===== config.mk =====
export PLATFORM = sky130hd
export DESIGN_NAME = alu_div_flat
export DESIGN_NICKNAME = d
export VERILOG_FILES = /design/src/rtl/alu_div_if.sv /design/src/rtl/alu_div.sv /design/src/flat_wrapper.sv
export SDC_FILE = /design/constraint.sdc
export NUM_CORES = 1
export LEC_CHECK = 0
export ABC_AREA = 0
export CAP_MARGIN = 20
export CORE_MARGIN = 2
export CORE_UTILIZATION = 60
export DETAILED_ROUTE_END_ITERATION = 7
export HOLD_SLACK_MARGIN = 0.02
export PLACE_DENSITY = 0.92
export RECOVER_POWER = 25
export SLEW_MARGIN = 20
export SYNTH_ARGS = -nofsm -noshare
export SYNTH_HDL_FRONTEND = slang
export SYNTH_SLANG_ARGS = --single-unit
export TNS_END_PERCENT = 10

===== constraint.sdc =====
create_clock -name clk -period 10.6 [get_ports clk]
set_clock_uncertainty 0.2 [all_clocks]
set_input_delay 1.06 -clock clk [delete_from_list [all_inputs] [get_ports clk]]
set_output_delay 1.06 -clock clk [all_outputs]
set_load 0.005 [all_outputs]

===== src/rtl/alu_div_if.sv =====
// Operand, control and result bundle of the alu_div iterative divider.
interface alu_div_if #(
  parameter int data_wl = 16
);
  logic [data_wl-1:0] a_in;
  logic [data_wl-1:0] b_in;
  logic               signd;
  logic               ld;
  logic [data_wl-1:0] p_out;
  logic               valid;
  logic               rem_sel;
  logic               z_flag;
  logic               s_flag;
  logic               dz_flag;

  modport master (
    output a_in, b_in, signd, ld,
    input  p_out, valid, rem_sel, z_flag, s_flag, dz_flag
  );

  modport slave (
    input  a_in, b_in, signd, ld,
    output p_out, valid, rem_sel, z_flag, s_flag, dz_flag
  );
endinterface


===== src/rtl/alu_div.sv =====
// Iterative restoring divider: one quotient bit per clock, then quotient and remainder on p_out.
// Optional feature macro ALU_DIV_DZ_BYPASS_EN: a zero divisor skips the iteration phase.
module alu_div #(
  parameter int data_wl = 16
) (
  input logic       clk,
  input logic       a_reset,
  alu_div_if.slave  bus
);

  localparam int                 CNT_W    = $clog2(data_wl + 1);
  localparam logic [CNT_W-1:0]   CNT_LAST = CNT_W'(data_wl);
  localparam logic [CNT_W-1:0]   CNT_ONE  = CNT_W'(1);
  localparam logic [data_wl-1:0] ONE      = data_wl'(1);

  typedef enum logic [1:0] {
    IDLE,
    DIV,
    QUOT,
    REM
  } state_t;

  state_t             state;
  logic [data_wl-1:0] a_raw;    // dividend as captured, returned on divide-by-zero
  logic [data_wl-1:0] dvd;      // dividend magnitude, shifts left into quotient bits
  logic [data_wl-1:0] dvs;      // divisor magnitude
  logic [data_wl:0]   prem;     // partial remainder
  logic [data_wl-1:0] rem_res;  // signed-corrected remainder held for the REM cycle
  logic [CNT_W-1:0]   cnt;
  logic               signd_r;
  logic               a_neg;
  logic               q_neg;
  logic               dz;

  logic [data_wl-1:0] p_out_q;
  logic               valid_q;
  logic               rem_sel_q;
  logic               z_flag_q;
  logic               s_flag_q;
  logic               dz_flag_q;

  function automatic logic [data_wl-1:0] neg(input logic [data_wl-1:0] x);
    return ~x + ONE;
  endfunction

  function automatic logic [data_wl-1:0] mag(input logic [data_wl-1:0] x, input logic s);
    return (s && x[data_wl-1]) ? neg(x) : x;
  endfunction

  function automatic logic is_neg(input logic [data_wl-1:0] x, input logic s);
    return s & x[data_wl-1];
  endfunction

  // One restoring step: shift the next dividend bit in, trial-subtract, keep or restore.
  logic [data_wl:0]   shifted;
  logic [data_wl:0]   diff;
  logic               fits;
  logic [data_wl:0]   prem_nxt;
  logic [data_wl-1:0] dvd_nxt;

  always_comb begin
    shifted  = (data_wl+1)'({prem, dvd[data_wl-1]});
    fits     = (shifted >= {1'b0, dvs});
    diff     = shifted - {1'b0, dvs};
    prem_nxt = fits ? diff : shifted;
    dvd_nxt  = {dvd[data_wl-2:0], fits};
  end

  logic [data_wl-1:0] rem_mag;
  logic [data_wl-1:0] quot_fin;
  logic [data_wl-1:0] rem_fin;

  always_comb begin
    // NOTE: every always_comb output gets a default first so no path can infer a latch.
    rem_mag  = data_wl'(prem);
    quot_fin = dvd;
    rem_fin  = rem_mag;
    if (dz) begin
      quot_fin = '1;
      rem_fin  = a_raw;
    end else begin
      if (q_neg) quot_fin = neg(dvd);
      if (a_neg) rem_fin  = neg(rem_mag);
    end
  end

  always_ff @(posedge clk or posedge a_reset) begin
    // NOTE: datapath registers are reset too, so an aborted divide leaves no residue.
    if (a_reset) begin
      state     <= IDLE;
      a_raw     <= '0;
      dvd       <= '0;
      dvs       <= '0;
      prem      <= '0;
      rem_res   <= '0;
      cnt       <= '0;
      signd_r   <= 1'b0;
      a_neg     <= 1'b0;
      q_neg     <= 1'b0;
      dz        <= 1'b0;
      p_out_q   <= '0;
      valid_q   <= 1'b0;
      rem_sel_q <= 1'b0;
      z_flag_q  <= 1'b0;
      s_flag_q  <= 1'b0;
      dz_flag_q <= 1'b0;
    end else begin
      // NOTE: non-blocking assignments so every register samples pre-edge values.
      unique case (state)
        IDLE: begin
          if (bus.ld) begin
            a_raw   <= bus.a_in;
            dvd     <= mag(bus.a_in, bus.signd);
            dvs     <= mag(bus.b_in, bus.signd);
            prem    <= '0;
            signd_r <= bus.signd;
            a_neg   <= is_neg(bus.a_in, bus.signd);
            q_neg   <= is_neg(bus.a_in, bus.signd) ^ is_neg(bus.b_in, bus.signd);
            dz      <= (bus.b_in == '0);
`ifdef ALU_DIV_DZ_BYPASS_EN
            // Preloading the terminal count makes the next edge publish the quotient.
            cnt     <= (bus.b_in == '0) ? CNT_LAST : '0;
`else
            cnt     <= '0;
`endif
            state   <= DIV;
          end
        end

        DIV: begin
          if (cnt == CNT_LAST) begin
            // All quotient bits are in; sign-correct and publish on the following cycle.
            p_out_q   <= quot_fin;
            valid_q   <= 1'b1;
            rem_sel_q <= 1'b0;
            z_flag_q  <= (quot_fin == '0);
            s_flag_q  <= signd_r & quot_fin[data_wl-1];
            dz_flag_q <= dz;
            rem_res   <= rem_fin;
            state     <= QUOT;
          end else begin
            prem <= prem_nxt;
            dvd  <= dvd_nxt;
            cnt  <= cnt + CNT_ONE;
          end
        end

        QUOT: begin
          p_out_q   <= rem_res;
          rem_sel_q <= 1'b1;
          z_flag_q  <= (rem_res == '0);
          s_flag_q  <= signd_r & rem_res[data_wl-1];
          state     <= REM;
        end

        REM: begin
          p_out_q   <= '0;
          valid_q   <= 1'b0;
          rem_sel_q <= 1'b0;
          z_flag_q  <= 1'b0;
          s_flag_q  <= 1'b0;
          dz_flag_q <= 1'b0;
          state     <= IDLE;
        end

        default: state <= IDLE;
      endcase
    end
  end

  assign bus.p_out   = p_out_q;
  assign bus.valid   = valid_q;
  assign bus.rem_sel = rem_sel_q;
  assign bus.z_flag  = z_flag_q;
  assign bus.s_flag  = s_flag_q;
  assign bus.dz_flag = dz_flag_q;

endmodule


===== src/flat_wrapper.sv =====
// flat-port wrapper written by rule: the top's interface ports become plain ports
module alu_div_flat 
#(
  parameter int data_wl = 16
)
  (clk, a_reset, bus_a_in, bus_b_in, bus_signd, bus_ld, bus_p_out, bus_valid, bus_rem_sel, bus_z_flag, bus_s_flag, bus_dz_flag);
  alu_div_if #(.data_wl(data_wl)) bus_i ();
  input logic clk;
  input logic a_reset;
  input wire logic [$bits(bus_i.a_in)-1:0] bus_a_in;
  input wire logic [$bits(bus_i.b_in)-1:0] bus_b_in;
  input wire logic [$bits(bus_i.signd)-1:0] bus_signd;
  input wire logic [$bits(bus_i.ld)-1:0] bus_ld;
  output wire logic [$bits(bus_i.p_out)-1:0] bus_p_out;
  output wire logic [$bits(bus_i.valid)-1:0] bus_valid;
  output wire logic [$bits(bus_i.rem_sel)-1:0] bus_rem_sel;
  output wire logic [$bits(bus_i.z_flag)-1:0] bus_z_flag;
  output wire logic [$bits(bus_i.s_flag)-1:0] bus_s_flag;
  output wire logic [$bits(bus_i.dz_flag)-1:0] bus_dz_flag;
  assign bus_i.a_in = bus_a_in;
  assign bus_i.b_in = bus_b_in;
  assign bus_i.signd = bus_signd;
  assign bus_i.ld = bus_ld;
  assign bus_p_out = bus_i.p_out;
  assign bus_valid = bus_i.valid;
  assign bus_rem_sel = bus_i.rem_sel;
  assign bus_z_flag = bus_i.z_flag;
  assign bus_s_flag = bus_i.s_flag;
  assign bus_dz_flag = bus_i.dz_flag;
  alu_div #(.data_wl(data_wl)) u_core (.clk(clk), .a_reset(a_reset), .bus(bus_i));
endmodule

==> impl_metrics.toml <==
# flow metrics
[logic_synthesis]
synth-main-ff-cell = "dfrtp_1"
synth_area_um2 = 7150
yosysWarningCount = 0
synth_sequential_area_ratio_pct = 39.2
ys_cells = 824
fp_nets = 887

[route]
wl_per_cell_um = 18.4
drc_errors = 5
first_pass_iters = 7

[clock_tree]
h-tree-depth = 3
cts_buffer_depth = 2
cts_tree = "built"

[cells_and_area]
diodes = 0
final_layout_size_suffix_gt1_share_pct = 6.09
area_growth_pct = 12.7

[status]
status = "finished, violations left"
violations = "DRC, capacitance limit, slew limit"

[timing]
min_period_ps = 5180
finalMaxSlewViolations = 180
slew-limit-headroom_pct = -53.7

[run]
maxCapViolCount = 4

[pwr]
power_frac_seq_pct = 30.7

[worst_setup_path]
r2r_end = "u_core.dvd[8]"
==> synthesized netlist by cell type, types with 8 or more instances <==
| master | n | area (µm²) |
|---|---|---|
| a21o_1 | 9 | 67.6 |
| xor2_1 | 16 | 140 |
| nand3_1 | 19 | 95.1 |
| mux2i_1 | 17 | 170 |
| or3_1 | 9 | 56.3 |
| nor3_1 | 15 | 75.1 |
| clkbuf_1 | 44 | 165 |
| nor2b_1 | 9 | 56.3 |
| o41ai_1 | 8 | 70.1 |
| dfrtp_1 | 112 | 2800 |
| xnor2_1 | 47 | 412 |
| a22oi_1 | 8 | 60.1 |
| o21ai_0 | 75 | 375 |
| nor2_1 | 67 | 251 |
| nand2_1 | 99 | 372 |
| a21oi_1 | 56 | 280 |
| nor4_1 | 11 | 68.8 |
| inv_1 | 37 | 139 |
| ha_1 | 26 | 325 |
| o31ai_1 | 15 | 113 |
| mux2_2 | 16 | 180 |
| a31oi_1 | 10 | 62.6 |
| a211oi_1 | 10 | 75.1 |
==> layout make-up <==
class / instances / area, µm²
fillers: 876 / 3460
flip-flops and latches: 112 / 2800
clock inverters: 7 / 82.6
clock buffers: 9 / 225
repair buffers: 63 / 609
multi-input cells: 625 / 4010
well taps: 143 / 179
inverters: 38 / 144
==> logic make-up (layout without fill, tap and decap cells) <==
logic type      Yosys count  after routing  share of synthesized area [%]
simple gates            266            266                           17.6
buf+inv                  87            117                           4.69
mux                      33             33                           4.90
compound gates          236            236                           21.0
flops                   112            112                           39.2
fa+ha+maj                27             27                           4.83
xor+xnor                 63             63                           7.72
==> worst max-delay path by stage <==
stage               depth (start not counted)       startpoint       endpoint  slack (ps)
finish                                      8           bus_ld  u_core.dvd[8]        5420
global route                                8           bus_ld  u_core.dvd[8]        4920
CTS                                         7  u_core.state[1]  u_core.dvd[8]        6770
detailed placement                          8           bus_ld  u_core.dvd[8]        6830
global placement                            8           bus_ld  u_core.dvd[8]        6890
floorplan                                   1          a_reset   u_core.a_neg        6380
==> worst max-delay path, cell delays in order <==
cell and delay, ps:
dlygate4sd3_1 590, nand2_2 80, clkbuf_1 1640, o21ai_0 660
nand2_1 620, buf_4 350, a211oi_1 80, a21oi_1 150
==> sequential cells by signal (all words and copies together) (netlist names), 2 cells and up <==
| name | flops |
|---|---|
| u_core.a_raw | 16 |
| u_core.bus.p_out | 16 |
| u_core.cnt | 5 |
| u_core.dvd | 16 |
| u_core.dvs | 16 |
| u_core.prem | 16 |
| u_core.rem_res | 16 |
| u_core.state | 2 |
==> per-layer routing <==
metal | vias to the layer above | routed length (µm)
met1 | 2933 | 7160
met3 | 61 | 1150
li1 | 2999 | -
met5 | - | 0
met4 | 0 | 969
met2 | 275 | 9060
==> stage by stage <==
| stage | instances | instance area (µm²) | hold WS (ps) | setup WS, ps | utilization, % |
|---|---|---|---|---|---|
| after global routing | 997 | 8060 | 322 | 4920 | 70.0 |
| after detailed placement | 980 | 7750 | 270 | 6830 | 67.3 |
| after CTS | 996 | 8050 | 288 | 6770 | 69.9 |
| final | 997 | 8060 | 284 | 5420 | 70.0 |
| after global placement | 980 | 7750 | 261 | 6890 | 67.3 |
| after floorplan | 824 | 7150 | 240 | 6380 | - |
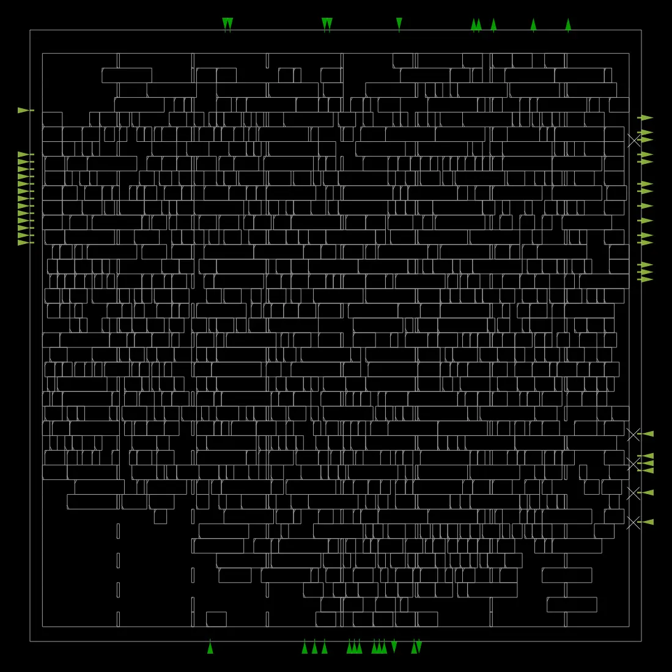
*Placement view*
fin cells: 997
Seq/total area: 34.8%
number of fill cells in the layout: 876
n_taps: 143

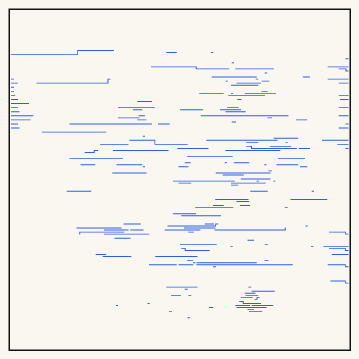
*Met3 routing*
Scale: 3 px per µm.
- wire length on this layer: 1150 µm
- main direction: horizontal
- nets with wire on the layer: 126
grt met3 use: 4.12%
DRT Wirelength: 18.3 mm
via count: 6268

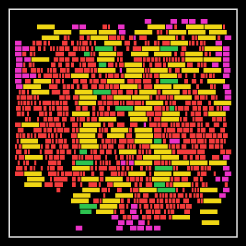
*Placement by cell class*
Scale: 2 px per µm.
- magenta: other buffers and delay cells (cells 63; share of their area 7.7%)
- green: clock drivers and dummy loads (cells 16; share of their area 3.9%)
- yellow: flops (cells 112; share of their area 36%)
- red: all other logic (cells 663; share of their area 53%)
Floorplan Core Area: 11500 µm²
Post-Layout Inst Area: 8060 µm²
Rows: 39

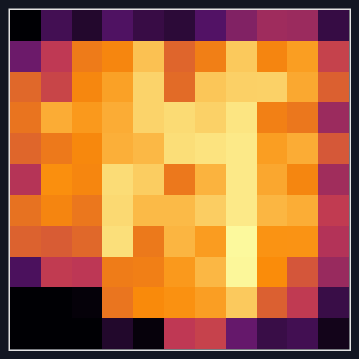
*Local utilization*
Scale: 3 px per µm. 11 x 11 tiles, from black (low) to pale yellow (high), 0 to 100% covered.
- nearly empty tiles: 6.6%
- tiles over 75% full: 40%
- densest ninth of the die: centre
post-layout util: 70.0%
Pre-Place Util: 62.0%

